==> src/rtl/shift_right_seq_pkg.sv <==
// Shared definitions for the sequential right shifter: FSM encoding and
// default geometry.
package shift_right_seq_pkg;

  typedef enum logic [1:0] {
    IDLE  = 2'd0,
    SHIFT = 2'd1,
    DONE  = 2'd2
  } state_t;

  localparam int DEF_N  = 32;
  localparam int DEF_SW = 5;

endpackage

==> src/rtl/shift_right_seq_srl_stage.sv <==
// One barrel-shifter stage: shifts right by 2^K when enabled, filling the
// vacated upper bits with the supplied fill bit.
module srl_stage
  import shift_right_seq_pkg::*;
#(
  parameter int N = DEF_N,
  parameter int K = 0
) (
  input  logic [N-1:0] din,
  input  logic         en,
  input  logic         fill,
  output logic [N-1:0] dout
);

  localparam int S = 2 ** K;

  always_comb begin
    dout = din;
    if (en) begin
      dout = {{S{fill}}, din[N-1:S]};
    end
  end

endmodule

==> src/rtl/shift_right_seq.sv <==
// Multi-cycle right shifter: applies one power-of-two stage per cycle, so
// every shift takes exactly SW cycles regardless of the amount.
module shift_right_seq
  import shift_right_seq_pkg::*;
#(
  parameter int N  = DEF_N,
  parameter int SW = DEF_SW
) (
  input  logic          clk,
  input  logic          rst_n,
  input  logic          in_valid,
  output logic          in_ready,
  input  logic [N-1:0]  X,
  input  logic [31:0]   Y,
  input  logic          arith,
  output logic          out_valid,
  input  logic          out_ready,
  output logic [N-1:0]  Z
);

  localparam logic [SW-1:0] LAST_CNT = SW'(SW - 1);

  state_t        state_q, state_d;
  logic [N-1:0]  work_q, work_d;
  logic [SW-1:0] amt_q, amt_d;
  logic          mode_q, mode_d;
  logic [SW-1:0] cnt_q, cnt_d;
  logic [N-1:0]  z_q, z_d;

  logic [N-1:0]  stage_out [SW];
  logic [N-1:0]  stage_res;
  logic          fill;
  logic          unused_y;

  assign unused_y = ^Y[31:SW];

  // Arithmetic fill preserves the MSB each stage, so the working register's
  // top bit always equals the captured sign.
  assign fill = mode_q & work_q[N-1];

  for (genvar k = 0; k < SW; k++) begin : g_stage
    srl_stage #(.N(N), .K(k)) u_stage (
      .din  (work_q),
      .en   (amt_q[k]),
      .fill (fill),
      .dout (stage_out[k])
    );
  end

  always_comb begin
    stage_res = work_q;
    for (int i = 0; i < SW; i++) begin
      if (cnt_q == SW'(i)) begin
        stage_res = stage_out[i];
      end
    end
  end

  always_comb begin
    state_d = state_q;
    work_d  = work_q;
    amt_d   = amt_q;
    mode_d  = mode_q;
    cnt_d   = cnt_q;
    z_d     = z_q;
    unique case (state_q)
      IDLE: begin
        if (in_valid) begin
          work_d  = X;
          amt_d   = Y[SW-1:0];
          mode_d  = arith;
          cnt_d   = '0;
          state_d = SHIFT;
        end
      end
      SHIFT: begin
        work_d = stage_res;
        cnt_d  = cnt_q + 1'b1;
        if (cnt_q == LAST_CNT) begin
          z_d     = stage_res;
          cnt_d   = '0;
          state_d = DONE;
        end
      end
      DONE: begin
        if (out_ready) begin
          state_d = IDLE;
        end
      end
      default: state_d = IDLE;
    endcase
  end

  always_ff @(posedge clk or negedge rst_n) begin
    if (!rst_n) begin
      state_q <= IDLE;
      work_q  <= '0;
      amt_q   <= '0;
      mode_q  <= 1'b0;
      cnt_q   <= '0;
      z_q     <= '0;
    end else begin
      state_q <= state_d;
      work_q  <= work_d;
      amt_q   <= amt_d;
      mode_q  <= mode_d;
      cnt_q   <= cnt_d;
      z_q     <= z_d;
    end
  end

  assign in_ready  = (state_q == IDLE);
  assign out_valid = (state_q == DONE);
  assign Z         = z_q;

endmodule

==> config.mk <==
export PLATFORM = sky130hd
export DESIGN_NAME = shift_right_seq
export DESIGN_NICKNAME = d
export VERILOG_FILES = /design/src/rtl/shift_right_seq_pkg.sv /design/src/rtl/shift_right_seq_srl_stage.sv /design/src/rtl/shift_right_seq.sv
export SDC_FILE = /design/constraint.sdc
export NUM_CORES = 1
export LEC_CHECK = 0
export CAP_MARGIN = 0
export CORE_UTILIZATION = 25
export CTS_CLUSTER_SIZE = 24
export DETAILED_ROUTE_END_ITERATION = 10
export PLACE_DENSITY = 0.54
export SLEW_MARGIN = 15
export SYNTH_ARGS = -nofsm -noshare
export SYNTH_HDL_FRONTEND = slang
export SYNTH_HIERARCHICAL = 1
export SYNTH_SLANG_ARGS = --single-unit
==> constraint.sdc <==
create_clock -name clk -period 5.8 [get_ports clk]
set_clock_uncertainty 0.1 [all_clocks]
set_input_delay 1.74 -clock clk [delete_from_list [all_inputs] [get_ports clk]]
set_output_delay 1.74 -clock clk [all_outputs]
set_load 0.1 [all_outputs]
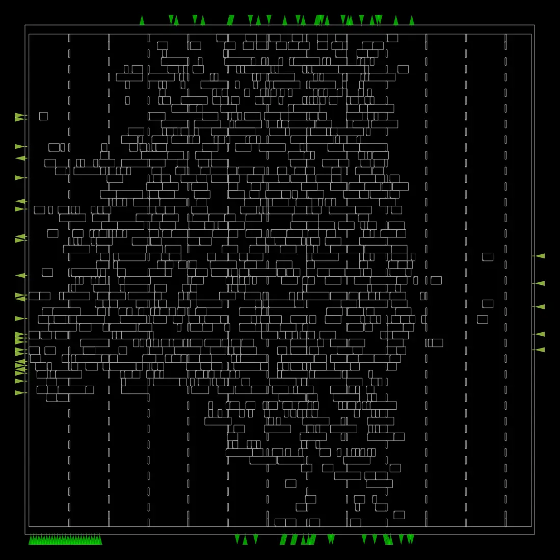
**Above:** run 1 (placement view).
fraction of area in registers: 22.1%
filler cell count in the final layout: 3165
tap cells: 390

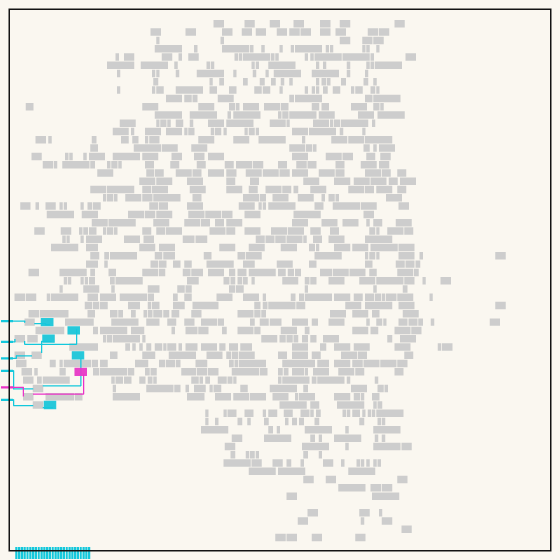
**Above:** run 1 (nets reached from selected ports).
magenta -> arith  # bits 1, direction input, end cells 1, buffers 1, wire 29.8 um
cyan -> Y  # bits 32, direction input, end cells 5, buffers 5, wire 96.8 um
IO Port Bufs: 75
number of top-level pins: 103

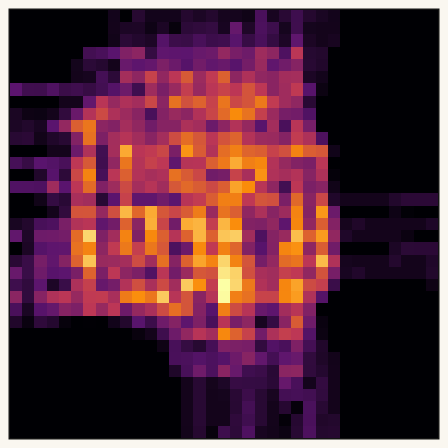
**Above:** run 1 (wire density map).
The die is cut into 35 by 35 equal tiles; black is low, pale yellow is high, scaled to the fullest tile. Values are wire area over tile area, all layers added.
nearly empty tiles = 36%
tiles over half the peak = 16%
mean over tiles = 0.11
fullest tile = 0.50
densest ninth of the die = center
GRT Overall Usage: 14.8%
via count: 6042
routed wire length: 22900 um

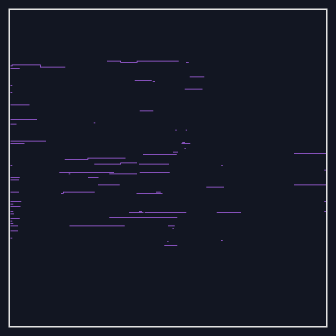
**Above:** run 1 (M3 wires).
nets with wire on the layer = 53
wire length on this layer = 607 um
longest straight run = 37.7 um
share of all routed wire = 2.7%

==> results.toml, run 1 <==
# synthesis and place-and-route metrics
[outcome]
status = "completed"

[synthesis]
async_flop_share_pct = 100
ys_seq_share_pct = 25.1
synth_adder_area_share_pct = 0.652
netlist.top_cell.by_area = "sky130_fd_sc_hd__mux2_4"
synth.top_cell.area_share_pct = 29.3
mappedNetlistArea_um2 = 7680
flip_flop_and_latch_count_after_synthesis = 77
top_cells_by_area = "sky130_fd_sc_hd__mux2_4, sky130_fd_sc_hd__dfrtp_1, sky130_fd_sc_hd__nand2_1, sky130_fd_sc_hd__buf_12, sky130_fd_sc_hd__mux2_2"
post_synth_inst_count = 771
postSynthNetCount = 844
postSynthAreaPerCell_um2 = 9.96
synth.logic.top_family = "multiplexers"
dominantRegCellSynth = "sky130_fd_sc_hd__dfrtp_1"
simple_gate_share_of_the_synthesized_area_pct = 12.6
yosysUniqueCellTypes = 49
synth.area.mux_share_pct = 35.8
parity_gate_share_of_the_synthesized_area_counting_xor_and_xnor_cells_pct = 0.114
ys_sh_aoi_pct = 16.1
yosys_warnings = 6
yosysCellCount = 771

[timing]
setup_ws_ns = 1.40
setup_viol = 0
period_minus_slack_ns = 4.40
timing.slew.headroom_pct = 18.3
achievable-frequency_ghz = 0.227
setup_repair_after_global_routing_missed_its_margin = "no"
finalMaxSlewViolations = 0
finalHoldWorstSlack_ns = 0.378
hold_viol_final = 0

[job]
warning_count = 56

[floorplanning]
core_area_um2 = 30000
die_outline_height_um = 177
die-width_um = 177
chip_area_um2 = 31400
row_count = 63
fp_density_pct = 25.6

[routing]
drt_pass1_iterations = 5
routedWlPerCell_um = 19.1
drtIter0Drc = 406
detailroute.wirelength.met3_um = 607
detail_route.drc_violations = 0
postRouteAntennaNets = 0
detail_route.vias_per_cell = 5.06
dr.max_layer_used = "met4"

[cts]
cts_hold_buffers = 0
max-clock-path-buffers = 2
clkLatencyLatePin_ns = 0.36
clock_tree.root_cell = "sky130_fd_sc_hd__clkbuf_16"
cts_resized = 0
cts_setup_buffers = 0
cts_sinks = 77
tritoncts_buffers = 9
cts_tree = "done"
cts.clk_slew.worst_paths_ns = 0.06
htreeDepth = 3

[global_route]
met1_usage_pct = 20.1
globalRouteOverflowTotal = 0
grt_start_max_net_pins = 44
globalRouteMet2Util_pct = 24.3
grtUsageMet3_pct = 1.85
grt_first_pass_wirelength_um = 35900
first_global_vias = 6056
top_usage_layer = "met2"
number_of_antenna_violations_at_the_first_check_in_global_routing = 0

[layout]
antennaDiodeCount = 0
area_dominant_class = "combinational gates"
post-route-util_pct = 29.1
logic_gates = 588
clock_area_share_pct = 3.33
final-seq-area_um2 = 1930
multi_input_gate_share_of_the_layout_cell_area_pct = 57.6
area_share_nonclk_buffers_pct = 9.86
layout.cells.non_filler = 1194
nNonClkInverters = 34
flop-count = 77
multi_input_comb_area_um2 = 5030
finish.net_count = 873
syn2layout_area_growth_pct = 13.7
final.signal_buffer_count = 90
post_route_cells_drive_above_1_share_pct = 27.1

[critical_path]
timing.rr.start = "cnt_q[0]"
cp.arrival_ns = 2.56
worst_setup_path_startpoint = "state_q[1]"
rrSetupSlack_ns = 2.81
worst-path-buf-inv = 2
worst_setup_path_start_kind = "register"
cp_class = "reg -> out"
path_depth = 3
largest_stage_delay_on_the_critical_path_ns = 1.13
timing.critical_path.slowest_stage_cell = "sky130_fd_sc_hd__clkdlybuf4s50_1"
worst-endpoint-required_ns = 3.96
cp_top_family = "buffers and inverters"
cp-end-kind = "primary output"
worstReg2RegEnd = "work_q[26]"
capturing_element_of_the_worst_setup_path = "out_valid"
worstPathMaxFanout = 20
sequence_of_cells_on_the_critical_path = "nand2b_1 -> inv_1 -> clkdlybuf4s50_1"

[worst_hold_path]
holdCritStartpoint = "Z[31]"
number_of_stages_on_the_worst_hold_path = 2
hold_path.class = "reg -> reg"
hold_end = "Z[31]"

[placed_design]
gp_routability_congestion = 0.769
place_worst_setup_slack_ns = 1.76
run 1: cells by family (layout without fill, tap and decap cells):
kind of cell,Yosys count,in the layout
AND/OR/NAND/NOR,208,208
multiplexers,197,197
AND-OR/OR-AND,178,178
buffers and inverters,106,139
flip-flops,77,77
adder cells (fa/ha/maj),4,4
XOR/XNOR,1,1
run 1: cells in the final DEF, fill, tap and decap left out, types with 23 or more instances in the layout:
cell type / synthesis / final
sky130_fd_sc_hd__a211o_1: 23 / 23
sky130_fd_sc_hd__a211oi_1: 24 / 24
sky130_fd_sc_hd__a21oi_1: 33 / 33
sky130_fd_sc_hd__a31oi_1: 23 / 23
sky130_fd_sc_hd__clkdlybuf4s50_1: 0 / 74
sky130_fd_sc_hd__dfrtp_1: 77 / 72
sky130_fd_sc_hd__inv_1: 34 / 34
sky130_fd_sc_hd__mux2_2: 24 / 24
sky130_fd_sc_hd__mux2_4: 150 / 150
sky130_fd_sc_hd__mux2i_1: 23 / 23
sky130_fd_sc_hd__nand2_1: 124 / 124
sky130_fd_sc_hd__nor2_1: 28 / 27
sky130_fd_sc_hd__o21ai_0: 26 / 26
sky130_fd_sc_hd__o32ai_1: 23 / 23
run 1: cells in the mapped netlist (all sizes together), types with 3 or more instances:
cell type / number
a211o: 23
a211oi: 24
a21oi: 33
a311oi: 6
a31oi: 23
and3: 6
buf: 38
clkbuf: 34
dfrtp: 77
ha: 4
inv: 34
mux2: 174
mux2i: 23
nand2: 124
nand2b: 5
nand3: 11
nor2: 28
nor2b: 11
o2111ai: 6
o21ai: 27
o31ai: 4
o32ai: 23
or3: 7
or4b: 3
run 1: flip-flops by register name (all words and copies together), names as in the netlist:
signal   flops
state_q      2
amt_q        5
Z           32
mode_q       1
work_q      32
cnt_q        5
==> run 2: changes to the inputs <==
==> constraint.sdc (replaced) <==
create_clock -name clk -period 4.1 [get_ports clk]
set_clock_uncertainty 0.1 [all_clocks]
set_input_delay 1.23 -clock clk [delete_from_list [all_inputs] [get_ports clk]]
set_output_delay 1.23 -clock clk [all_outputs]
set_load 0.1 [all_outputs]
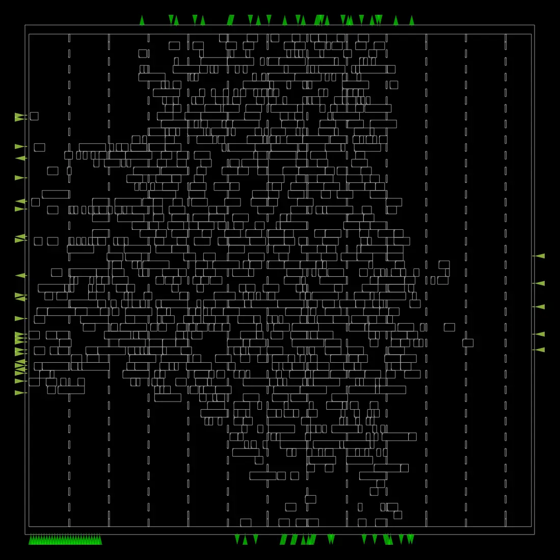
**Above:** run 2 (placement view).
final core area utilization: 29.2%
number of sequential cells in the layout: 77
filler cell count in the final layout: 3191
count of non-filler cells in the finished layout: 1202

==> run 2 against run 1 <==
Effect of this change: design area up 0.14%; critical endpoint is now Z[25]; flip-flop count unchanged; clock-buffer cell count up 1; sequential share of layout area about the same; hold slack worse by 0.0048 ns; highest routed layer unchanged; register-to-register slack worse by 1.7 ns; core utilization about the same; critical path depth down 2; non-clock buffer count up 7; via count up 1.6%.
==> results.toml, run 2 <==
# synthesis and place-and-route metrics
[outcome]
status = "completed"

[cts]
tritoncts_buffers = 9
cts_hold_buffers = 0
cts_tree = "done"
cts_setup_buffers = 0
cts_resized = 0
clkLatencyLatePin_ns = 0.36
clock_tree.root_cell = "sky130_fd_sc_hd__clkbuf_16"
cts.clk_slew.worst_paths_ns = 0.06
htreeDepth = 3
cts_sinks = 77

[placed_design]
place_worst_setup_slack_ns = 0.867
gp_routability_congestion = 0.765
numPortBuffers = 75

[routing]
via_count = 6141
detail_route.vias_per_cell = 5.11
detail_route.drc_violations = 0
postRouteAntennaNets = 0
routedWlPerCell_um = 19.2
drt_pass1_iterations = 5
finalWirelength_um = 23100
drtIter0Drc = 423

[synthesis]
yosysCellCount = 771
synth.top_cell.area_share_pct = 29.3
top_cells_by_area = "sky130_fd_sc_hd__mux2_4, sky130_fd_sc_hd__dfrtp_1, sky130_fd_sc_hd__nand2_1, sky130_fd_sc_hd__buf_12, sky130_fd_sc_hd__mux2_2"
flip_flop_and_latch_count_after_synthesis = 77
post_synth_inst_count = 771
async_flop_share_pct = 100
postSynthNetCount = 844
mappedNetlistArea_um2 = 7680
ys_seq_share_pct = 25.1
netlist.top_cell.by_area = "sky130_fd_sc_hd__mux2_4"
synth.most_common_cell = "sky130_fd_sc_hd__mux2_4"
dominantRegCellSynth = "sky130_fd_sc_hd__dfrtp_1"
postSynthAreaPerCell_um2 = 9.96
yosysUniqueCellTypes = 49
yosys_warnings = 6
top_cells_by_count_synth = "sky130_fd_sc_hd__mux2_4, sky130_fd_sc_hd__nand2_1, sky130_fd_sc_hd__dfrtp_1"

[timing]
period_minus_slack_ns = 3.17
hold_viol_final = 0
setup_ws_ns = 0.927
setup_repair_after_global_routing_missed_its_margin = "no"
finalMaxSlewViolations = 0
timing.slew.headroom_pct = 17.9
setup_viol = 0
timing_worst_slew_pin_value_ns = 1.23
achievable-frequency_ghz = 0.315

[critical_path]
largest_stage_delay_on_the_critical_path_ns = 1.14
worst_setup_path_start_kind = "register"
rrSetupSlack_ns = 1.10
worst-path-buf-inv = 1
timing.rr.start = "cnt_q[0]"
sequence_of_cells_on_the_critical_path = "clkdlybuf4s50_1"
cp.arrival_ns = 1.84
worstPathMaxFanout = 2
worst-endpoint-required_ns = 2.77
cp_class = "reg -> out"
worst_setup_path_startpoint = "Z[25]"
capturing_element_of_the_worst_setup_path = "Z[25]"
cp_top_family = "buffers and inverters"
worstReg2RegEnd = "work_q[17]"
path_depth = 1
cp-end-kind = "primary output"
timing.critical_path.slowest_stage_cell = "sky130_fd_sc_hd__clkdlybuf4s50_1"

[job]
warning_count = 56

[floorplanning]
row_count = 63
die_outline_height_um = 177
io_pins = 103
die-width_um = 177
core_area_um2 = 30000
chip_area_um2 = 31400
fp_density_pct = 25.6

[worst_hold_path]
hold_end = "Z[21]"
holdCritStartpoint = "Z[21]"
hold_path.class = "reg -> reg"
number_of_stages_on_the_worst_hold_path = 2

[layout]
syn2layout_area_growth_pct = 13.9
post_route_cells_drive_above_1_share_pct = 31.7
layout_top_cells = "sky130_fd_sc_hd__mux2_4, sky130_fd_sc_hd__nand2_1, sky130_fd_sc_hd__dfrtp_1"
finish.net_count = 880
layout_top_cell = "sky130_fd_sc_hd__mux2_4"
antennaDiodeCount = 0

[global_route]
first_global_vias = 5923
globalRouteTotalUtil_pct = 14.8
grt_start_max_net_pins = 50
globalRouteOverflowTotal = 0
grt_first_pass_wirelength_um = 36100
[run 2: netlist changes by cell type in the layout (fill, tap and decap cells not counted), sizes merged]
cell and change:
inv +1, clkinvlp -2, clkbuf +1, buf +39, clkinv +1, clkdlybuf4s50 -32
[run 2: logic make-up (layout without fill, tap and decap cells)]
| logic type | after synthesis | in the layout | synth area share (%) |
|---|---|---|---|
| buffers and inverters | 106 | 147 | 9.56 |
| XOR/XNOR | 1 | 1 | 0.114 |
| flip-flops | 77 | 77 | 25.1 |
| AND-OR/OR-AND | 178 | 178 | 16.1 |
| AND/OR/NAND/NOR | 208 | 208 | 12.6 |
| adder cells (fa/ha/maj) | 4 | 4 | 0.652 |
| multiplexers | 197 | 197 | 35.8 |
[run 2: per-stage QoR]
step / cell area (um^2) / util, % / cells / hold slack, ns
after detailed placement: 8430 / 28.1 / 1186 / 0.363
after global placement: 8430 / 28.1 / 1186 / 0.365
after global routing: 8740 / 29.2 / 1202 / 0.402
final: 8740 / 29.2 / 1202 / 0.373
after CTS: 8740 / 29.2 / 1202 / 0.380
after floorplan: 7680 / - / 771 / 0.373
[run 2: final cells by class]
cell class,count,area [um^2],area share [%]
Inverter,34,128,1.46
Clock buffer,10,239,2.73
Clock inverter,6,71.3,0.816
Sequential cell,77,1930,22.1
Timing Repair Buffer,97,858,9.82
Multi-Input combinational cell,588,5020,57.5
Tap cell,390,488,5.58
[run 2: per-layer routing]
layer / vias up / track usage (%) / share of wire (%)
met3: 26 / 1.89 / 3.2
li1: 2880 / - / -
met5: - / 0 / 0
met2: 132 / 24.0 / 47
met1: 3103 / 20.6 / 48
met4: 0 / 3.81 / 1.5
==> run 3: changes to the inputs <==
==> constraint.sdc (replaced) <==
create_clock -name clk -period 2.97 [get_ports clk]
set_clock_uncertainty 0.1 [all_clocks]
set_input_delay 0.891 -clock clk [delete_from_list [all_inputs] [get_ports clk]]
set_output_delay 0.891 -clock clk [all_outputs]
set_load 0.1 [all_outputs]
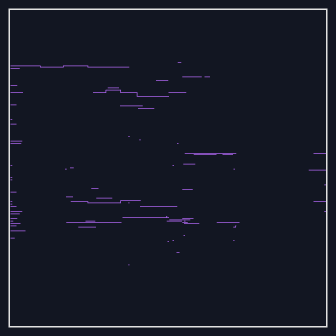
**Above:** run 3 (M3 wires).
wire length on this layer = 541 um
longest straight run = 30.6 um
share of all routed wire = 2.4%
nets with wire on the layer = 59
via count: 6124
routed wire length: 22900 um

==> run 3 against run 2 <==
Effect of this change: global-route usage about the same; core utilization is 0.49 points higher; setup slack lost 0.45 ns; non-clock buffer count is 15 higher; critical endpoint is now Z[15].
==> results.toml, run 3 <==
# synthesis and place-and-route metrics
[timing]
setup_viol = 0
finalMaxSlewViolations = 0
setup_repair_after_global_routing_missed_its_margin = "no"
achievable-frequency_ghz = 0.401
period_minus_slack_ns = 2.49
timing.slew.headroom_pct = 48.5
hold_viol_final = 0

[global_route]
globalRouteMet2Util_pct = 24.4
first_global_vias = 5984
number_of_antenna_violations_at_the_first_check_in_global_routing = 0
met1_usage_pct = 20.3
globalRouteOverflowTotal = 0
top_usage_layer = "met2"
grt_start_max_net_pins = 43
globalRouteTotalUtil_pct = 14.8
grtUsageMet3_pct = 1.85

[synthesis]
flip_flop_and_latch_count_after_synthesis = 77
postSynthAreaPerCell_um2 = 9.96
yosysUniqueCellTypes = 49
top_cells_by_count_synth = "sky130_fd_sc_hd__mux2_4, sky130_fd_sc_hd__nand2_1, sky130_fd_sc_hd__dfrtp_1"
netlist.top_cell.by_area = "sky130_fd_sc_hd__mux2_4"
mappedNetlistArea_um2 = 7680
yosysCellCount = 771
synth.most_common_cell = "sky130_fd_sc_hd__mux2_4"
async_flop_share_pct = 100
post_synth_inst_count = 771
postSynthNetCount = 844
synth.top_cell.area_share_pct = 29.3
top_cells_by_area = "sky130_fd_sc_hd__mux2_4, sky130_fd_sc_hd__dfrtp_1, sky130_fd_sc_hd__nand2_1, sky130_fd_sc_hd__buf_12, sky130_fd_sc_hd__mux2_2"

[cts]
max-clock-path-buffers = 2
cts_sinks = 77
cts.clk_slew.worst_paths_ns = 0.07
clkLatencyLatePin_ns = 0.35
cts_resized = 0
htreeDepth = 3
clock_tree.root_cell = "sky130_fd_sc_hd__clkbuf_16"
cts_tree = "done"
tritoncts_buffers = 9

[critical_path]
cp.arrival_ns = 2.64
cp-end-kind = "register"
cp_class = "reg -> reg"
worst_setup_path_start_kind = "register"
cp_top_family = "simple AND/OR/NAND/NOR gates"
largest_stage_delay_on_the_critical_path_ns = 0.66
worst-endpoint-required_ns = 3.12

[layout]
antennaDiodeCount = 0
layout_top_cells = "sky130_fd_sc_hd__mux2_4, sky130_fd_sc_hd__nand2_1, sky130_fd_sc_hd__dfrtp_1"
post-route-util_pct = 29.7
layout_top_cell = "sky130_fd_sc_hd__mux2_4"
syn2layout_area_growth_pct = 15.8
post_route_cells_drive_above_1_share_pct = 33.1

[job]
warning_count = 56

[routing]
postRouteAntennaNets = 0
met1Wirelength_um = 11000
routedWlPerCell_um = 18.8
dr.max_layer_used = "met4"
drt_pass1_iterations = 5
detail_route.vias_per_cell = 5.03
detail_route.drc_violations = 0
drtIter0Drc = 448

[floorplanning]
chip_area_um2 = 31400
die-width_um = 177
io_pins = 103
row_count = 63
die_outline_height_um = 177
fp_density_pct = 25.6

[outcome]
status = "completed"

[placed_design]
gp_routability_congestion = 0.820

[worst_hold_path]
hold_path.class = "reg -> reg"
-- run 3: cell counts after synthesis --
Identical to the previous run, type by type.
-- run 3: cell type report --
class / count / area (um^2)
clock buffer: 10 / 239
clock inverter: 6 / 47.5
fill: 3169 / 21100
inverter: 34 / 128
multi-input combinational: 588 / 5020
sequential: 77 / 1930
tap: 390 / 488
timing repair buffer: 112 / 1030
-- run 3: worst reg2reg max path, stage by stage, from the launching register on --
cell and delay, ns:
sky130_fd_sc_hd__dfrtp_1 0.44, sky130_fd_sc_hd__inv_1 0.11, sky130_fd_sc_hd__ha_1 0.31, sky130_fd_sc_hd__nor4bb_1 0.66
sky130_fd_sc_hd__buf_4 0.27, sky130_fd_sc_hd__nand2_1 0.07, sky130_fd_sc_hd__buf_4 0.24, sky130_fd_sc_hd__nand2_1 0.14
sky130_fd_sc_hd__nand2_1 0.05
-- run 3: per-stage QoR --
step,hold WS (ns),instances,instance area [um^2],setup WS (ns)
floorplan,0.373,771,7680,0.0482
global placement,0.363,1201,8600,0.283
detailed placement,0.364,1201,8600,0.278
CTS,0.384,1217,8890,0.479
global route,0.405,1217,8890,0.295
finish,0.376,1217,8890,0.476
-- run 3: final timing paths --
path / end / cells past startpoint / start / slack [ns]
worst max register to register: Z[15] / 8 / cnt_q[0] / 0.48
max in group asynchronous: cnt_q[2] / 2 / rst_n / 1.73
worst max-delay path: Z[15] / 8 / cnt_q[0] / 0.48
worst min-delay path: Z[28] / 2 / Z[28] / 0.38
min in group asynchronous: Z[27] / 1 / rst_n / 0.41
worst min register to register: Z[28] / 2 / Z[28] / 0.38
-- run 3: kinds of logic after synthesis --
group	share of synthesized area, %
simple gates	12.6
mux	35.8
compound gates	16.1
buf+inv	9.56
flops	25.1
fa+ha+maj	0.652
xor+xnor	0.114
